[src/rtl/add_if_pkg.sv]
// Shared types, defaults and width helper for the adder issue/collect block.
package add_if_pkg;

  localparam int unsigned W_DEF       = 10;
  localparam int unsigned DEPTH_DEF   = 4;
  localparam int unsigned TIMEOUT_DEF = 16;

  typedef logic [W_DEF-1:0] operand_t;

  // Operand pair as carried on the upstream bus
  typedef struct packed {
    operand_t a;
    operand_t b;
  } op_pair_t;

  // Bits needed to hold a count in the range 0..n
  function automatic int unsigned cnt_w(input int unsigned n);
    return $clog2(n + 1);
  endfunction

endpackage

[src/rtl/add_issue_collect_if.sv]
// Upstream, adder-side and downstream signals of the issue/collect block.
interface add_issue_collect_if
  import add_if_pkg::*;
#(
  parameter int unsigned W     = W_DEF,
  parameter int unsigned DEPTH = DEPTH_DEF
);

  localparam int unsigned OW = cnt_w(DEPTH);

  logic          in_valid;
  logic          in_ready;
  logic [W-1:0]  in_a;
  logic [W-1:0]  in_b;

  logic          adder_start;
  logic [W-1:0]  adder_a;
  logic [W-1:0]  adder_b;
  logic [W-1:0]  adder_y;
  logic          adder_valid;

  logic          out_valid;
  logic          out_ready;
  logic [W-1:0]  out_y;

  logic [OW-1:0] outstanding;
  logic          err_protocol;
  logic          err_timeout;

  // Issue/collect block side
  modport master (
    input  in_valid, in_a, in_b, adder_y, adder_valid, out_ready,
    output in_ready, adder_start, adder_a, adder_b, out_valid, out_y,
           outstanding, err_protocol, err_timeout
  );

  // Environment side: upstream producer, adder, downstream consumer
  modport slave (
    output in_valid, in_a, in_b, adder_y, adder_valid, out_ready,
    input  in_ready, adder_start, adder_a, adder_b, out_valid, out_y,
           outstanding, err_protocol, err_timeout
  );

endinterface

[src/rtl/sync_fifo_w.sv]
// In-order result buffer: W bits x DEPTH entries, full push and empty pop are ignored.
module sync_fifo_w
  import add_if_pkg::*;
#(
  parameter int unsigned W     = W_DEF,
  parameter int unsigned DEPTH = DEPTH_DEF
) (
  input  logic                    clk,
  input  logic                    rst_n,
  input  logic                    push_i,
  input  logic [W-1:0]            data_i,
  input  logic                    pop_i,
  output logic [W-1:0]            data_o,
  output logic                    full_o,
  output logic                    empty_o,
  output logic [cnt_w(DEPTH)-1:0] count_o
);

  localparam int unsigned AW = $clog2(DEPTH);
  localparam int unsigned CW = cnt_w(DEPTH);

  logic [W-1:0]  mem_q [DEPTH];
  logic [AW-1:0] wr_ptr_q;
  logic [AW-1:0] rd_ptr_q;
  logic [CW-1:0] count_q;
  logic          do_push_c;
  logic          do_pop_c;

  assign full_o    = (count_q == CW'(DEPTH));
  assign empty_o   = (count_q == '0);
  assign do_push_c = push_i && !full_o;
  assign do_pop_c  = pop_i && !empty_o;
  assign data_o    = mem_q[rd_ptr_q];
  assign count_o   = count_q;

  // Storage, pointers (wrap modulo DEPTH) and occupancy
  always_ff @(posedge clk or negedge rst_n) begin
    if (!rst_n) begin
      mem_q    <= '{default: '0};
      wr_ptr_q <= '0;
      rd_ptr_q <= '0;
      count_q  <= '0;
    end else begin
      if (do_push_c) begin
        mem_q[wr_ptr_q] <= data_i;
        wr_ptr_q        <= wr_ptr_q + AW'(1);
      end
      if (do_pop_c) begin
        rd_ptr_q <= rd_ptr_q + AW'(1);
      end
      case ({do_push_c, do_pop_c})
        2'b10:   count_q <= count_q + CW'(1);
        2'b01:   count_q <= count_q - CW'(1);
        default: count_q <= count_q;
      endcase
    end
  end

endmodule

[src/rtl/add_issue_collect.sv]
// Issues operand pairs to the pipelined adder and returns results in order,
// reserving a result slot for every op in flight so none can be lost.
module add_issue_collect
  import add_if_pkg::*;
#(
  parameter int unsigned W       = W_DEF,
  parameter int unsigned DEPTH   = DEPTH_DEF,
  parameter int unsigned TIMEOUT = TIMEOUT_DEF
) (
  input logic               clk,
  input logic               rst_n,
  add_issue_collect_if.master bus
);

  localparam int unsigned CW = cnt_w(DEPTH);
  localparam int unsigned UW = CW + 1;
  localparam int unsigned TW = cnt_w(TIMEOUT);

  logic          adder_start_q;
  logic [W-1:0]  adder_a_q;
  logic [W-1:0]  adder_b_q;
  logic [CW-1:0] outstanding_q, outstanding_d;
  logic [TW-1:0] wd_q, wd_d;
  logic          err_protocol_q, err_protocol_d;
  logic          err_timeout_q, err_timeout_d;

  logic          in_ready_c;
  logic          accept_c;
  logic          collect_c;
  logic          spurious_c;
  logic          wd_run_c;
  logic          pop_c;
  logic [UW-1:0] used_c;

  logic          fifo_full;
  logic          fifo_empty;
  logic [CW-1:0] fifo_count;
  logic [W-1:0]  fifo_head;

  // Slots in use = buffered results plus ops still inside the adder
  assign used_c     = UW'(fifo_count) + UW'(outstanding_q);
  assign in_ready_c = rst_n && (used_c < UW'(DEPTH)) && !err_timeout_q;
  assign accept_c   = bus.in_valid && in_ready_c;
  assign collect_c  = bus.adder_valid && (outstanding_q != '0);
  assign spurious_c = bus.adder_valid && (outstanding_q == '0);
  assign wd_run_c   = (outstanding_q != '0) && !bus.adder_valid;
  assign pop_c      = !fifo_empty && bus.out_ready;

  // Result buffer, written only for results that were actually issued
  sync_fifo_w #(
    .W     (W),
    .DEPTH (DEPTH)
  ) u_fifo (
    .clk     (clk),
    .rst_n   (rst_n),
    .push_i  (collect_c),
    .data_i  (bus.adder_y),
    .pop_i   (pop_c),
    .data_o  (fifo_head),
    .full_o  (fifo_full),
    .empty_o (fifo_empty),
    .count_o (fifo_count)
  );

  // Next-state for in-flight count, watchdog and sticky error flags
  always_comb begin
    outstanding_d  = outstanding_q;
    wd_d           = wd_q;
    err_protocol_d = err_protocol_q;
    err_timeout_d  = err_timeout_q;

    case ({accept_c, collect_c})
      2'b10:   outstanding_d = outstanding_q + CW'(1);
      2'b01:   outstanding_d = outstanding_q - CW'(1);
      default: outstanding_d = outstanding_q;
    endcase

    if (wd_run_c) begin
      if (wd_q != TW'(TIMEOUT)) begin
        wd_d = wd_q + TW'(1);
      end
    end else begin
      wd_d = '0;
    end

    // Flag lands on the edge where the stall count reaches TIMEOUT
    if (wd_run_c && (wd_q == TW'(TIMEOUT - 1))) begin
      err_timeout_d = 1'b1;
    end

    if (spurious_c || (collect_c && fifo_full)) begin
      err_protocol_d = 1'b1;
    end
  end

  // Issue register, counters and error flags
  always_ff @(posedge clk or negedge rst_n) begin
    if (!rst_n) begin
      adder_start_q  <= 1'b0;
      adder_a_q      <= '0;
      adder_b_q      <= '0;
      outstanding_q  <= '0;
      wd_q           <= '0;
      err_protocol_q <= 1'b0;
      err_timeout_q  <= 1'b0;
    end else begin
      adder_start_q <= accept_c;
      if (accept_c) begin
        adder_a_q <= bus.in_a;
        adder_b_q <= bus.in_b;
      end
      outstanding_q  <= outstanding_d;
      wd_q           <= wd_d;
      err_protocol_q <= err_protocol_d;
      err_timeout_q  <= err_timeout_d;
    end
  end

  assign bus.in_ready     = in_ready_c;
  assign bus.adder_start  = adder_start_q;
  assign bus.adder_a      = adder_a_q;
  assign bus.adder_b      = adder_b_q;
  assign bus.out_valid    = !fifo_empty;
  assign bus.out_y        = fifo_head;
  assign bus.outstanding  = outstanding_q;
  assign bus.err_protocol = err_protocol_q;
  assign bus.err_timeout  = err_timeout_q;

endmodule

[src/flat_wrapper.sv]
// flat-port wrapper written by rule: the top's interface ports become plain ports
module add_issue_collect_flat import add_if_pkg::*;
#(
  parameter int unsigned W       = W_DEF,
  parameter int unsigned DEPTH   = DEPTH_DEF,
  parameter int unsigned TIMEOUT = TIMEOUT_DEF
)
  (clk, rst_n, bus_in_valid, bus_in_a, bus_in_b, bus_adder_y, bus_adder_valid, bus_out_ready, bus_in_ready, bus_adder_start, bus_adder_a, bus_adder_b, bus_out_valid, bus_out_y, bus_outstanding, bus_err_protocol, bus_err_timeout);
  add_issue_collect_if #(.W(W), .DEPTH(DEPTH)) bus_i ();
  input logic clk;
  input logic rst_n;
  input wire logic [$bits(bus_i.in_valid)-1:0] bus_in_valid;
  input wire logic [$bits(bus_i.in_a)-1:0] bus_in_a;
  input wire logic [$bits(bus_i.in_b)-1:0] bus_in_b;
  input wire logic [$bits(bus_i.adder_y)-1:0] bus_adder_y;
  input wire logic [$bits(bus_i.adder_valid)-1:0] bus_adder_valid;
  input wire logic [$bits(bus_i.out_ready)-1:0] bus_out_ready;
  output wire logic [$bits(bus_i.in_ready)-1:0] bus_in_ready;
  output wire logic [$bits(bus_i.adder_start)-1:0] bus_adder_start;
  output wire logic [$bits(bus_i.adder_a)-1:0] bus_adder_a;
  output wire logic [$bits(bus_i.adder_b)-1:0] bus_adder_b;
  output wire logic [$bits(bus_i.out_valid)-1:0] bus_out_valid;
  output wire logic [$bits(bus_i.out_y)-1:0] bus_out_y;
  output wire logic [$bits(bus_i.outstanding)-1:0] bus_outstanding;
  output wire logic [$bits(bus_i.err_protocol)-1:0] bus_err_protocol;
  output wire logic [$bits(bus_i.err_timeout)-1:0] bus_err_timeout;
  assign bus_i.in_valid = bus_in_valid;
  assign bus_i.in_a = bus_in_a;
  assign bus_i.in_b = bus_in_b;
  assign bus_i.adder_y = bus_adder_y;
  assign bus_i.adder_valid = bus_adder_valid;
  assign bus_i.out_ready = bus_out_ready;
  assign bus_in_ready = bus_i.in_ready;
  assign bus_adder_start = bus_i.adder_start;
  assign bus_adder_a = bus_i.adder_a;
  assign bus_adder_b = bus_i.adder_b;
  assign bus_out_valid = bus_i.out_valid;
  assign bus_out_y = bus_i.out_y;
  assign bus_outstanding = bus_i.outstanding;
  assign bus_err_protocol = bus_i.err_protocol;
  assign bus_err_timeout = bus_i.err_timeout;
  add_issue_collect #(.W(W), .DEPTH(DEPTH), .TIMEOUT(TIMEOUT)) u_core (.clk(clk), .rst_n(rst_n), .bus(bus_i));
endmodule
[config.mk]
export PLATFORM = sky130hd
export DESIGN_NAME = add_issue_collect_flat
export DESIGN_NICKNAME = d
export VERILOG_FILES = /design/src/rtl/add_if_pkg.sv /design/src/rtl/add_issue_collect_if.sv /design/src/rtl/sync_fifo_w.sv /design/src/rtl/add_issue_collect.sv /design/src/flat_wrapper.sv
export SDC_FILE = /design/constraint.sdc
export NUM_CORES = 1
export LEC_CHECK = 0
export ABC_AREA = 0
export CAP_MARGIN = 5
export CORE_MARGIN = 2
export CORE_UTILIZATION = 41
export DETAILED_ROUTE_END_ITERATION = 6
export GPL_TIMING_DRIVEN = 1
export PLACE_DENSITY = 0.66
export SLEW_MARGIN = 20
export SYNTH_ARGS = -nofsm -noshare
export SYNTH_HDL_FRONTEND = slang
export SYNTH_SLANG_ARGS = --single-unit
[constraint.sdc]
create_clock -name clk -period 5.39 [get_ports clk]
set_input_delay 0.539 -clock clk [delete_from_list [all_inputs] [get_ports clk]]
set_output_delay 0.539 -clock clk [all_outputs]
set_load 0.01 [all_outputs]
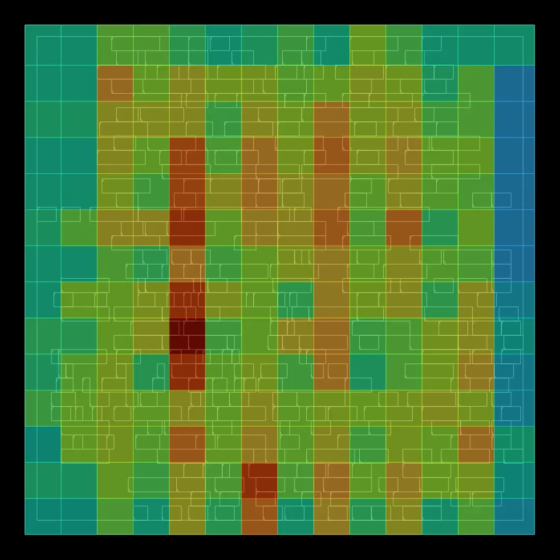
congestion.png
fin util: 53.8%
Total Routing Usage GR: 14.7%
Global Route met3 Usage: 2.59%
grt met1 use: 19.5%

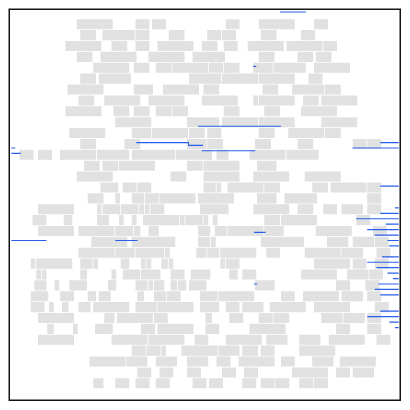
layer_met3.png
(4 px per micron) Cells faint in the background.
main direction: horizontal
longest straight run: 20.5 microns
nets with wire on the layer: 28
wire length on this layer: 183 microns
WL final: 6560 microns
via count: 2064

==> job_summary.md <==
### Metrics collected by this job

| Metric | Value |
|---|---|
| Register bit count reported by yosys | `78` |
| RePlAce Congestion | `around 0.7` |
| Postcts setup bufs | `0` |
| Antenna violations before repair | `0` |
| Reg clk slew, reported paths | `roughly 0.080 ns` |
| Peak Freq | `0.337 GHz` |
| Setup slack after layout | `between 2 and 2.5 ns` |
| Final count of pins violating max slew | `0` |
| Bufs on Longest Clock Path | `2` |
| Setup Crit Path Kind | `flip-flop to flip-flop` |
| Init Core Util | `41.6%` |
| Minimum clock period | `about 3 ns` |
| Drt first pass iters | `5` |
| Top cell excl fill/tap | `dfrtp_1` |
| Worst Path Max Fanout | `22` |
| Crit path DRT | `5.64 ns` |
| Initial DRC Count | `about 65` |
| Logic family by area | `multiplexers` |
| Ao+oa area frac | `0.909%` |
| Antenna cells | `0` |
| Post-DP HPWL | `4510 microns` |
| Synthesized area | `0.00358 sq mm` |
| Global route total overflow | `0` |
| Total tool warning count | `30` |
| Worst skew pair latency | `0.34 ns` |
| Mapped Avg Cell Area | `15.4 sq um` |
| Startpoint types | `flip-flop` |
| Worst Path Arrival | `3.22 ns` |
| Seq share, synth | `54.6%` |
| Synth Area in Adders | `4.97%` |
| Min-Delay Path Class | `primary input to asynchronous set/reset pin` |
| # DRC | `0` |
| Synth warn | `0` |
| Die span in y | `97.4 microns` |
| Worst slew margin | `35.3%` |
| Yosys stat area | `0.00358 sq mm` |
| Outcome | `finished clean` |
| Cell count after synthesis | `between 200 and 250` |
| Dpl ws | `2.39 ns` |
| Final ANT Viol Nets | `0` |
| Hold buffer count at CTS | `0` |
| Most numerous logic cells after layout | `78 x dfrtp_1, 71 x clkdlybuf4s50_1, 43 x mux2_2` |
| Largest net degree at the start of global routing | `79` |
| XOR-XNOR Cells, Area Fraction | `2.94%` |
| Tcrit/Tclk final | `55.0%` |
| Root buffer cell | `clkbuf_8` |
| Die Wd | `97.4 microns` |
| H-tree depth | `3` |
| Leakage | `2.04 nW` |
| Port bufs | `~72` |
| Hold Fails Final Rpt | `0` |
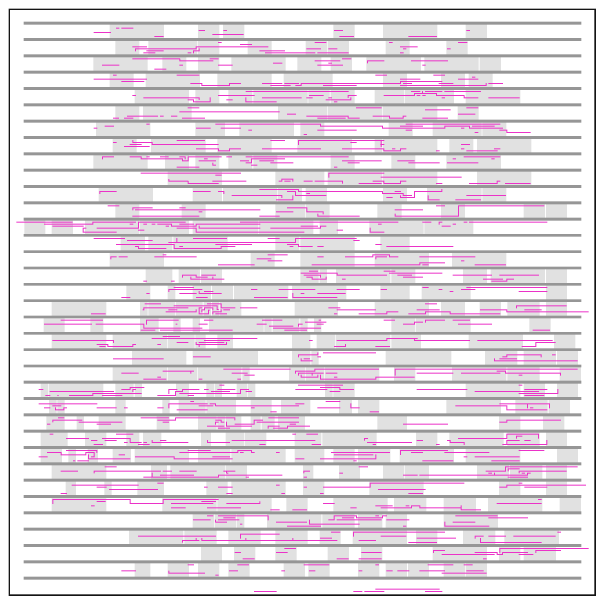
layer_met1.png
(6 px per micron) Supply wires on this layer in grey. Cells faint in the background.
wire length on this layer: 3010 microns
longest straight run: 30.4 microns
share of all routed wire: 46%

## cell type report
class / count / area (sq um)
Tap cell: 108 / 135
Inverter: 14 / 52.6
Clock buffer: 11 / 141
Timing Repair Buffer: 74 / 733
Fill cell: 738 / 3970
Clock inverter: 4 / 95.1
Sequential cell: 78 / 1950
Multi-Input combinational cell: 134 / 1510
## synth_stat cells, drive strengths merged
library cell  instances  area share, %
nor3                  7            1.5
nand3                 1           0.14
fa                    2            1.1
nor2b                 1           0.17
xnor2                 6            1.5
dfrtp                78             55
xor2                  6            1.5
mux4                 10            6.3
nand2                 6           0.63
o21ai                 2           0.28
ha                   11            3.8
and3                  2           0.35
buf                   4            1.5
or4b                  2           0.77
inv                  14            1.5
or3                   1           0.17
nor3b                 2           0.42
a21oi                 1           0.14
clkbuf                2           0.21
mux2                 61             21
mux2i                 2           0.56
nand2b                1           0.17
nor4bb                1           0.28
o31a                  1           0.24
or2                   1           0.17
nor2                  6           0.63
a21o                  1           0.24
## layer usage
layer	global-route usage (%)	wire (microns)	share of wire, %	up-vias
li1	-	-	-	969
met1	19.5	3010	46	1051
met5	0	0	0	-
met4	6.09	107	1.6	0
met3	2.59	182	2.8	8
met2	24.0	3260	50	36
## path summary, 6_finish.rpt
check                                       endpoint                       from  cells past startpoint  slack (ns)
setup reg to reg           u_core.bus.outstanding[1]  u_core.bus.outstanding[2]                      7        2.43
setup / recovery           u_core.bus.outstanding[1]  u_core.bus.outstanding[2]                      7        2.43
hold reg to reg              u_core.bus.err_protocol    u_core.bus.err_protocol                      1        0.48
hold / removal                 u_core.bus.adder_b[5]                      rst_n                      2        0.45
min in group clk             u_core.bus.err_protocol    u_core.bus.err_protocol                      1        0.48
max in group asynchronous     u_core.u_fifo.mem_q[6]                      rst_n                      2        4.31
## through the flow
step | hold WS, ns | utilization (%) | instances | instance area (sq um) | power (W)
2_1_floorplan | 0.243 | - | 232 | 3580 | 0.00186
3_3_place_gp | 0.460 | 51.0 | 408 | 4380 | 0.00235
3_5_place_dp | 0.453 | 51.0 | 408 | 4380 | 0.00238
4_1_cts | 0.485 | 53.8 | 423 | 4620 | 0.00291
5_1_grt | 0.510 | 53.8 | 423 | 4620 | 0.00306
6_report | 0.450 | 53.8 | 423 | 4620 | 0.00286
## critical path: stages, from the launching register on
cell	delay (ns)
dfrtp_1	0.42
ha_1	0.30
or4b_4	0.48
or4b_4	0.71
ha_1	0.31
inv_1	0.07
fa_1	0.39
o21ai_0	0.18
## flip-flops by register name, indices dropped and copies added, names as in the netlist
name and count:
u_core.u_fifo.mem_q 40, u_core.bus.err_protocol 1, u_core.bus.outstanding 3, u_core.u_fifo.count_o 3, u_core.bus.err_timeout 1, u_core.u_fifo.rd_ptr_q 2, u_core.u_fifo.wr_ptr_q 2, u_core.wd_q 5
u_core.bus.adder_a 10, u_core.bus.adder_b 10, u_core.bus.adder_start 1
## power breakdown
part	internal (W)	switching, W
clock network	0.000317	0.000200
registers	0.000869	0.000200
logic	0.000822	0.000450
total	0.00201	0.000850
Power is estimated from default activity; no workload was simulated.
